## src/rtl/alu_pkg.sv

```systemverilog
// Shared ALU constants, subtractor FSM state codes and the condition-flag bundle
// consumed by the compare stage.
package alu_pkg;

  localparam int ALU_WIDTH = 32;
  localparam int ALU_DIGIT = 4;

  typedef logic [1:0] state_t;

  localparam state_t IDLE = 2'd0;
  localparam state_t RUN  = 2'd1;
  localparam state_t DONE = 2'd2;

  typedef struct packed {
    logic zero;
    logic neg;
    logic ovf;
  } flags_t;

endpackage

```

## src/rtl/sub_flag_gen_if.sv

```systemverilog
// Request/result handshake bundle between the issuing stage and sub_flag_gen.
interface sub_flag_gen_if
  import alu_pkg::*;
#(
  parameter int WIDTH = ALU_WIDTH
);
  logic             in_valid;
  logic             in_ready;
  logic [WIDTH-1:0] a;
  logic [WIDTH-1:0] b;
  logic             sign;
  logic             out_valid;
  logic             out_ready;
  logic [WIDTH-1:0] diff;
  logic             zero;
  logic             neg;
  logic             ovf;

  modport master (
    output in_valid, a, b, sign, out_ready,
    input  in_ready, out_valid, diff, zero, neg, ovf
  );

  modport slave (
    input  in_valid, a, b, sign, out_ready,
    output in_ready, out_valid, diff, zero, neg, ovf
  );
endinterface

```

## src/rtl/digit_sub.sv

```systemverilog
// Combinational DIGIT-bit adder; subtraction is formed by feeding the inverted
// subtrahend and a carry-in of 1 on the first slice.
module digit_sub #(
  parameter int DIGIT = 4
) (
  input  logic [DIGIT-1:0] a,
  input  logic [DIGIT-1:0] nb,
  input  logic             cin,
  output logic [DIGIT-1:0] s,
  output logic             cout
);

  always_comb begin
    {cout, s} = {1'b0, a} + {1'b0, nb} + {{DIGIT{1'b0}}, cin};
  end

endmodule

```

## src/rtl/sub_flag_gen.sv

```systemverilog
// Digit-serial subtractor: computes a - b one DIGIT slice per clock and registers
// the difference together with the zero/neg/ovf flags.
module sub_flag_gen
  import alu_pkg::*;
#(
  parameter int WIDTH = ALU_WIDTH,
  parameter int DIGIT = ALU_DIGIT
) (
  input logic           clk,
  input logic           reset,
  sub_flag_gen_if.slave bus
);

  localparam int N  = WIDTH / DIGIT;
  localparam int CW = (N > 1) ? $clog2(N) : 1;

  state_t           state;
  logic [WIDTH-1:0] a_sh;
  logic [WIDTH-1:0] nb_sh;
  logic [WIDTH-1:0] diff_sh;
  logic             carry;
  logic             zero_acc;
  logic             sign_q;
  logic             a_msb;
  logic             b_msb;
  logic [CW-1:0]    cnt;
  logic [WIDTH-1:0] diff_q;
  flags_t           flags_q;

  logic [DIGIT-1:0] s;
  logic             c_out;
  logic [WIDTH-1:0] diff_next;
  logic             last_slice;
  flags_t           flags_next;

  digit_sub #(
    .DIGIT(DIGIT)
  ) u_digit_sub (
    .a   (a_sh[DIGIT-1:0]),
    .nb  (nb_sh[DIGIT-1:0]),
    .cin (carry),
    .s   (s),
    .cout(c_out)
  );

  always_comb begin
    // Result slices enter from the MSB end so the LSB slice lands at bit 0 last.
    diff_next       = {s, diff_sh[WIDTH-1:DIGIT]};
    last_slice      = (cnt == CW'(N - 1));
    flags_next.zero = zero_acc & (s == '0);
    flags_next.ovf  = (a_msb != b_msb) & (s[DIGIT-1] != a_msb);
    // Unsigned less-than is the borrow out of the top slice.
    flags_next.neg  = sign_q ? (s[DIGIT-1] ^ flags_next.ovf) : ~c_out;
  end

  always_ff @(posedge clk) begin
    if (reset) begin
      state    <= IDLE;
      a_sh     <= '0;
      nb_sh    <= '0;
      diff_sh  <= '0;
      carry    <= 1'b0;
      zero_acc <= 1'b0;
      sign_q   <= 1'b0;
      a_msb    <= 1'b0;
      b_msb    <= 1'b0;
      cnt      <= '0;
      diff_q   <= '0;
      flags_q  <= '0;
    end else begin
      case (state)
        IDLE: begin
          if (bus.in_valid) begin
            a_sh     <= bus.a;
            nb_sh    <= ~bus.b;
            sign_q   <= bus.sign;
            a_msb    <= bus.a[WIDTH-1];
            b_msb    <= bus.b[WIDTH-1];
            carry    <= 1'b1;
            cnt      <= '0;
            zero_acc <= 1'b1;
            state    <= RUN;
          end
        end
        RUN: begin
          a_sh     <= a_sh >> DIGIT;
          nb_sh    <= nb_sh >> DIGIT;
          diff_sh  <= diff_next;
          carry    <= c_out;
          zero_acc <= zero_acc & (s == '0);
          cnt      <= cnt + 1'b1;
          if (last_slice) begin
            diff_q  <= diff_next;
            flags_q <= flags_next;
            state   <= DONE;
          end
        end
        DONE: begin
          if (bus.out_ready) state <= IDLE;
        end
        default: state <= IDLE;
      endcase
    end
  end

  assign bus.in_ready  = (state == IDLE) & ~reset;
  assign bus.out_valid = (state == DONE);
  assign bus.diff      = diff_q;
  assign bus.zero      = flags_q.zero;
  assign bus.neg       = flags_q.neg;
  assign bus.ovf       = flags_q.ovf;

endmodule

```

## src/flat_wrapper.sv

```systemverilog
// flat-port wrapper written by rule: the top's interface ports become plain ports
module sub_flag_gen_flat import alu_pkg::*;
#(
  parameter int WIDTH = ALU_WIDTH,
  parameter int DIGIT = ALU_DIGIT
)
  (clk, reset, bus_in_valid, bus_a, bus_b, bus_sign, bus_out_ready, bus_in_ready, bus_out_valid, bus_diff, bus_zero, bus_neg, bus_ovf);
  sub_flag_gen_if #(.WIDTH(WIDTH)) bus_i ();
  input logic clk;
  input logic reset;
  input wire logic [$bits(bus_i.in_valid)-1:0] bus_in_valid;
  input wire logic [$bits(bus_i.a)-1:0] bus_a;
  input wire logic [$bits(bus_i.b)-1:0] bus_b;
  input wire logic [$bits(bus_i.sign)-1:0] bus_sign;
  input wire logic [$bits(bus_i.out_ready)-1:0] bus_out_ready;
  output wire logic [$bits(bus_i.in_ready)-1:0] bus_in_ready;
  output wire logic [$bits(bus_i.out_valid)-1:0] bus_out_valid;
  output wire logic [$bits(bus_i.diff)-1:0] bus_diff;
  output wire logic [$bits(bus_i.zero)-1:0] bus_zero;
  output wire logic [$bits(bus_i.neg)-1:0] bus_neg;
  output wire logic [$bits(bus_i.ovf)-1:0] bus_ovf;
  assign bus_i.in_valid = bus_in_valid;
  assign bus_i.a = bus_a;
  assign bus_i.b = bus_b;
  assign bus_i.sign = bus_sign;
  assign bus_i.out_ready = bus_out_ready;
  assign bus_in_ready = bus_i.in_ready;
  assign bus_out_valid = bus_i.out_valid;
  assign bus_diff = bus_i.diff;
  assign bus_zero = bus_i.zero;
  assign bus_neg = bus_i.neg;
  assign bus_ovf = bus_i.ovf;
  sub_flag_gen #(.WIDTH(WIDTH), .DIGIT(DIGIT)) u_core (.clk(clk), .reset(reset), .bus(bus_i));
endmodule
```

## config.mk

```make
export PLATFORM = sky130hd
export DESIGN_NAME = sub_flag_gen_flat
export DESIGN_NICKNAME = d
export VERILOG_FILES = /design/src/rtl/alu_pkg.sv /design/src/rtl/sub_flag_gen_if.sv /design/src/rtl/digit_sub.sv /design/src/rtl/sub_flag_gen.sv /design/src/flat_wrapper.sv
export SDC_FILE = /design/constraint.sdc
export NUM_CORES = 1
export LEC_CHECK = 0
export CORE_MARGIN = 4
export CORE_UTILIZATION = 47
export DETAILED_ROUTE_END_ITERATION = 8
export GPL_ROUTABILITY_DRIVEN = 0
export GPL_TIMING_DRIVEN = 0
export PLACE_DENSITY = 0.76
export SLEW_MARGIN = 5
export SYNTH_ARGS = -nofsm -noshare
export SYNTH_HDL_FRONTEND = slang
export SYNTH_SLANG_ARGS = --single-unit
export TNS_END_PERCENT = 5
```

## constraint.sdc

```tcl
create_clock -name clk -period 2.05 [get_ports clk]
set_input_delay 0.205 -clock clk [delete_from_list [all_inputs] [get_ports clk]]
set_output_delay 0.205 -clock clk [all_outputs]
set_load 0.005 [all_outputs]
```

Figure 1. PDN straps and rails (run 1).
Bar = 20 um. Pins as bars on the die edge. Tap cells in gray.
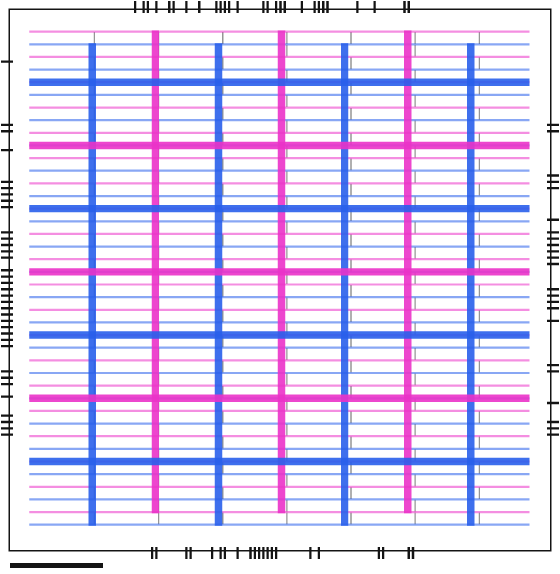
| color | net |
|---|---|
| magenta | VDD |
| blue | VSS |
rows: 39
tap cells: 143
signal pins: 106
area of the core: 11,400 sq um
Die Wd: 116 um
VDD IR max: 0.748 mV
die height: 116 um

Figure 2. Placed cells, one color a class (run 1).
Fill, decap, tap and diode cells in gray.
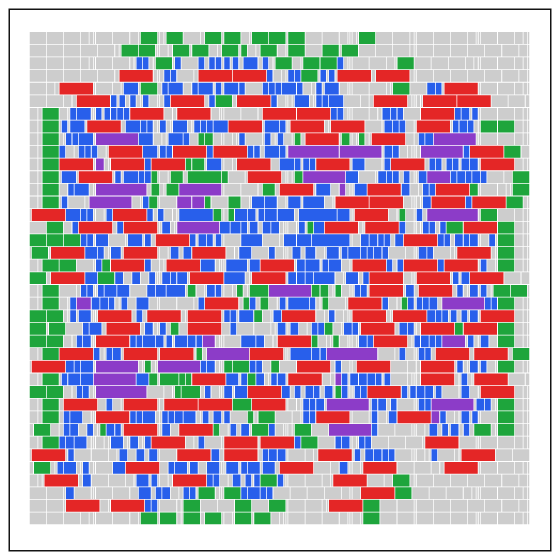
| color | class | cells |
|---|---|---|
| blue | all other logic | 492 |
| purple | clock drivers and dummy loads | 32 |
| red | flip-flops | 137 |
| green | other buffers and delay cells | 161 |
# rows: 39
Seq/total area: 37.1%
cell area after layout: 7390 sq um
final core utilization: 64.7%

Figure 3. Wires at chosen ports, followed through buffers (run 1).
Bar = 20 um.
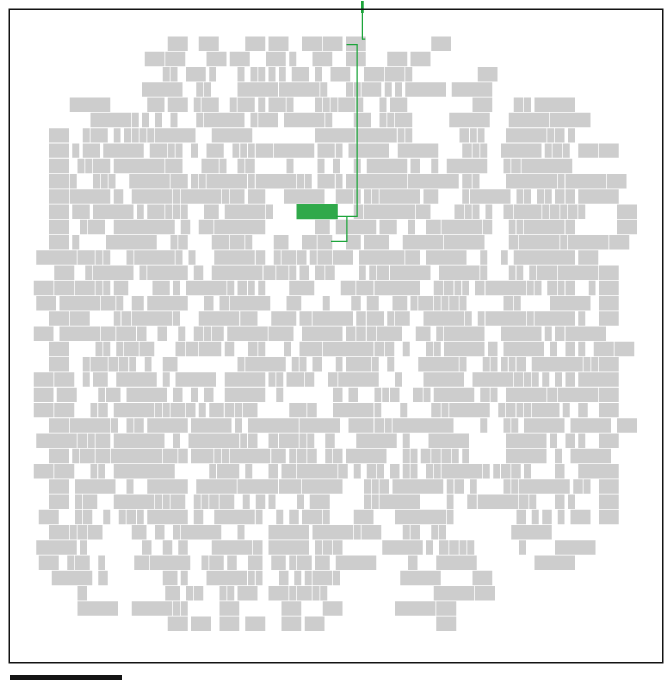
| color | port | bits | direction | edge | end cells | buffers | wire |
|---|---|---|---|---|---|---|---|
| green | bus_neg | 1 | output | top | 1 | 1 | 48.7 um |
# IOs: 106
# port buffers: 104

==> flow_metrics.env, run 1 <==
# physical design summary
export IMPL_edf_count=0
export IMPL_fmax_mhz=498
export IMPL_grt_busiest_layer="met2"
export IMPL_top_cell_area_share_pct=49.9
export IMPL_clk_latency_ps=410
export IMPL_fin_cells=965
export IMPL_setup_tns_ps=0
export IMPL_powerDensity_nw_per_um2=958
export IMPL_hold_buffers=0
export IMPL_final_cell_mix="nand2_1 (235), dfxtp_1 (137), clkdlybuf4s50_1 (104)"
export IMPL_min_to="u_core.bus.ovf$_SDFFE_PP0P_"
export IMPL_yosysSeqAreaShare_pct=49.9
export IMPL_dr_wl_met2_um=6920
export IMPL_cts_resized=2
export IMPL_cp_common_cell="fa_2"
export IMPL_finalHoldViolCount=0
export IMPL_hold_slack_ps=295
export IMPL_syn_nets=762
export IMPL_grt_overflow=0
export IMPL_p_int_mw=5.40
export IMPL_critPathKind="reg -> reg"
export IMPL_cp_cell_sequence="fa_2 -> fa_2 -> a21o_1 -> a211oi_2 -> nor3_1 -> a211oi_1"
export IMPL_inv_count=1
export IMPL_ff2ff_setup_slack_ps=40
export IMPL_power_top_group="the clock network"
export IMPL_clkCellAreaFrac_pct=8.84
export IMPL_pwr_group_combinational_mw=0.819
export IMPL_max_cap_violations=0
export IMPL_regArea_sq_um=2740
export IMPL_ys_sh_xor_pct=0.159
export IMPL_synth_area_per_cell_sq_um=8.02
export IMPL_fin_nets=885
export IMPL_yosys_area_sq_um=5500
export IMPL_pg_clk_mw=3.35
export IMPL_yosys_top_cells_count="nand2_1 (235), dfxtp_1 (137), a21oi_1 (99)"
export IMPL_wl_per_cell_um=14.8
export IMPL_clk_pin_slew_ps=60
export IMPL_drc=0
export IMPL_outcome="finished, final reports clean"
export IMPL_slew_limit_headroom_pct=56.3
export IMPL_mux_share_pct=0.182
export IMPL_cp_max_fo=2
Figure 4. Placement view (run 1).
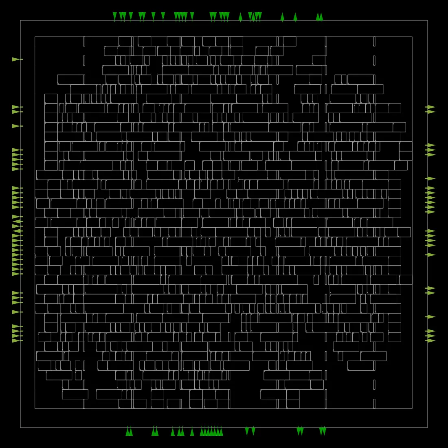

==> inputs of run 2 (changes only) <==
--- a/config.mk
+++ b/config.mk
@@ -9,7 +9,6 @@
 export CORE_UTILIZATION = 47
 export DETAILED_ROUTE_END_ITERATION = 8
 export GPL_ROUTABILITY_DRIVEN = 0
-export GPL_TIMING_DRIVEN = 0
 export PLACE_DENSITY = 0.76
 export SLEW_MARGIN = 5
 export SYNTH_ARGS = -nofsm -noshare
Figure 5. Placement view (run 2).
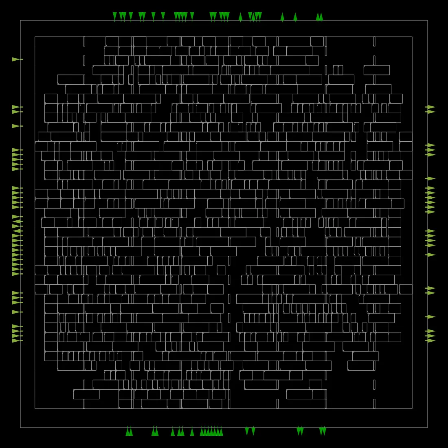
post-layout instance count excluding filler cells: 927
fillers: 987
flip-flops: 137
Seq/total area: 38.0%
final core utilization: 63.3%

==> run 2 against run 1 <==
Sequential cell count unchanged. Via count decreased by 4.3%. Critical path depth unchanged.
==> flow_metrics.env, run 2 <==
# physical design summary
export IMPL_yosys_area_sq_um=5500
export IMPL_core_sq_um=11400
export IMPL_mux_share_pct=0.182
export IMPL_power_top_group="registers"
export IMPL_final_area_sq_um=7230
export IMPL_synth_area_per_cell_sq_um=8.02
export IMPL_cp_common_cell="fa_2"
export IMPL_outcome="finished, final reports clean"
export IMPL_pwr_group_combinational_mw=0.790
export IMPL_clkCellAreaFrac_pct=7.76
export IMPL_cp_max_fo=2
export IMPL_fp_dieW_um=116
export IMPL_slew_limit_headroom_pct=44.9
export IMPL_syn_nets=762
export IMPL_hold_buffers=0
export IMPL_hold_slack_ps=368
export IMPL_grt_overflow=0
export IMPL_ios=106
export IMPL_clk_pin_slew_ps=60
export IMPL_max_cap_violations=0
export IMPL_inv_count=1
export IMPL_powerDensity_nw_per_um2=908
export IMPL_pg_clk_mw=2.87
export IMPL_dr_wl_met2_um=6460
export IMPL_final_cell_mix="nand2_1 (235), dfxtp_1 (136), clkdlybuf4s50_1 (104)"
export IMPL_yosysSeqAreaShare_pct=49.9
export IMPL_min_to="u_core.a_sh[13]$_SDFFE_PP0P_"
Figure 6. Wires at chosen ports, followed through buffers (run 2).
Bar = 20 um.
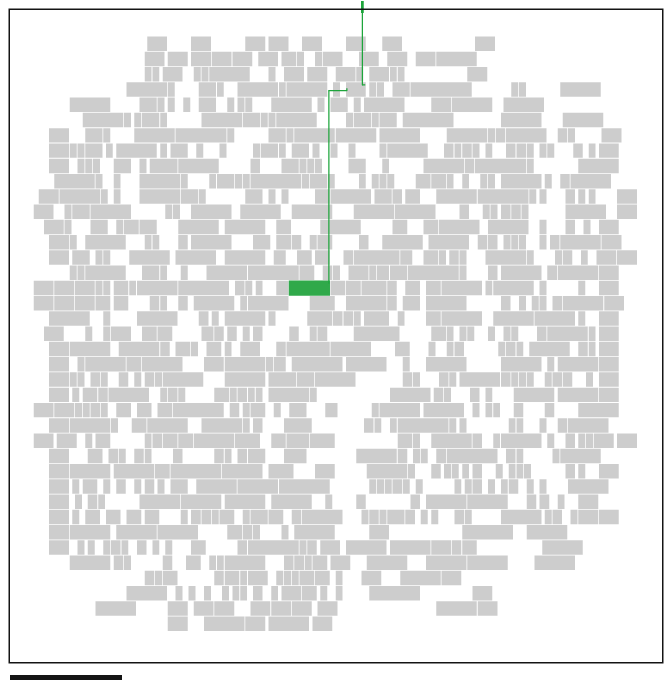
| color | port | bits | direction | edge | end cells | buffers | wire |
|---|---|---|---|---|---|---|---|
| green | bus_neg | 1 | output | top | 1 | 1 | 51.5 um |
# port buffers: 105

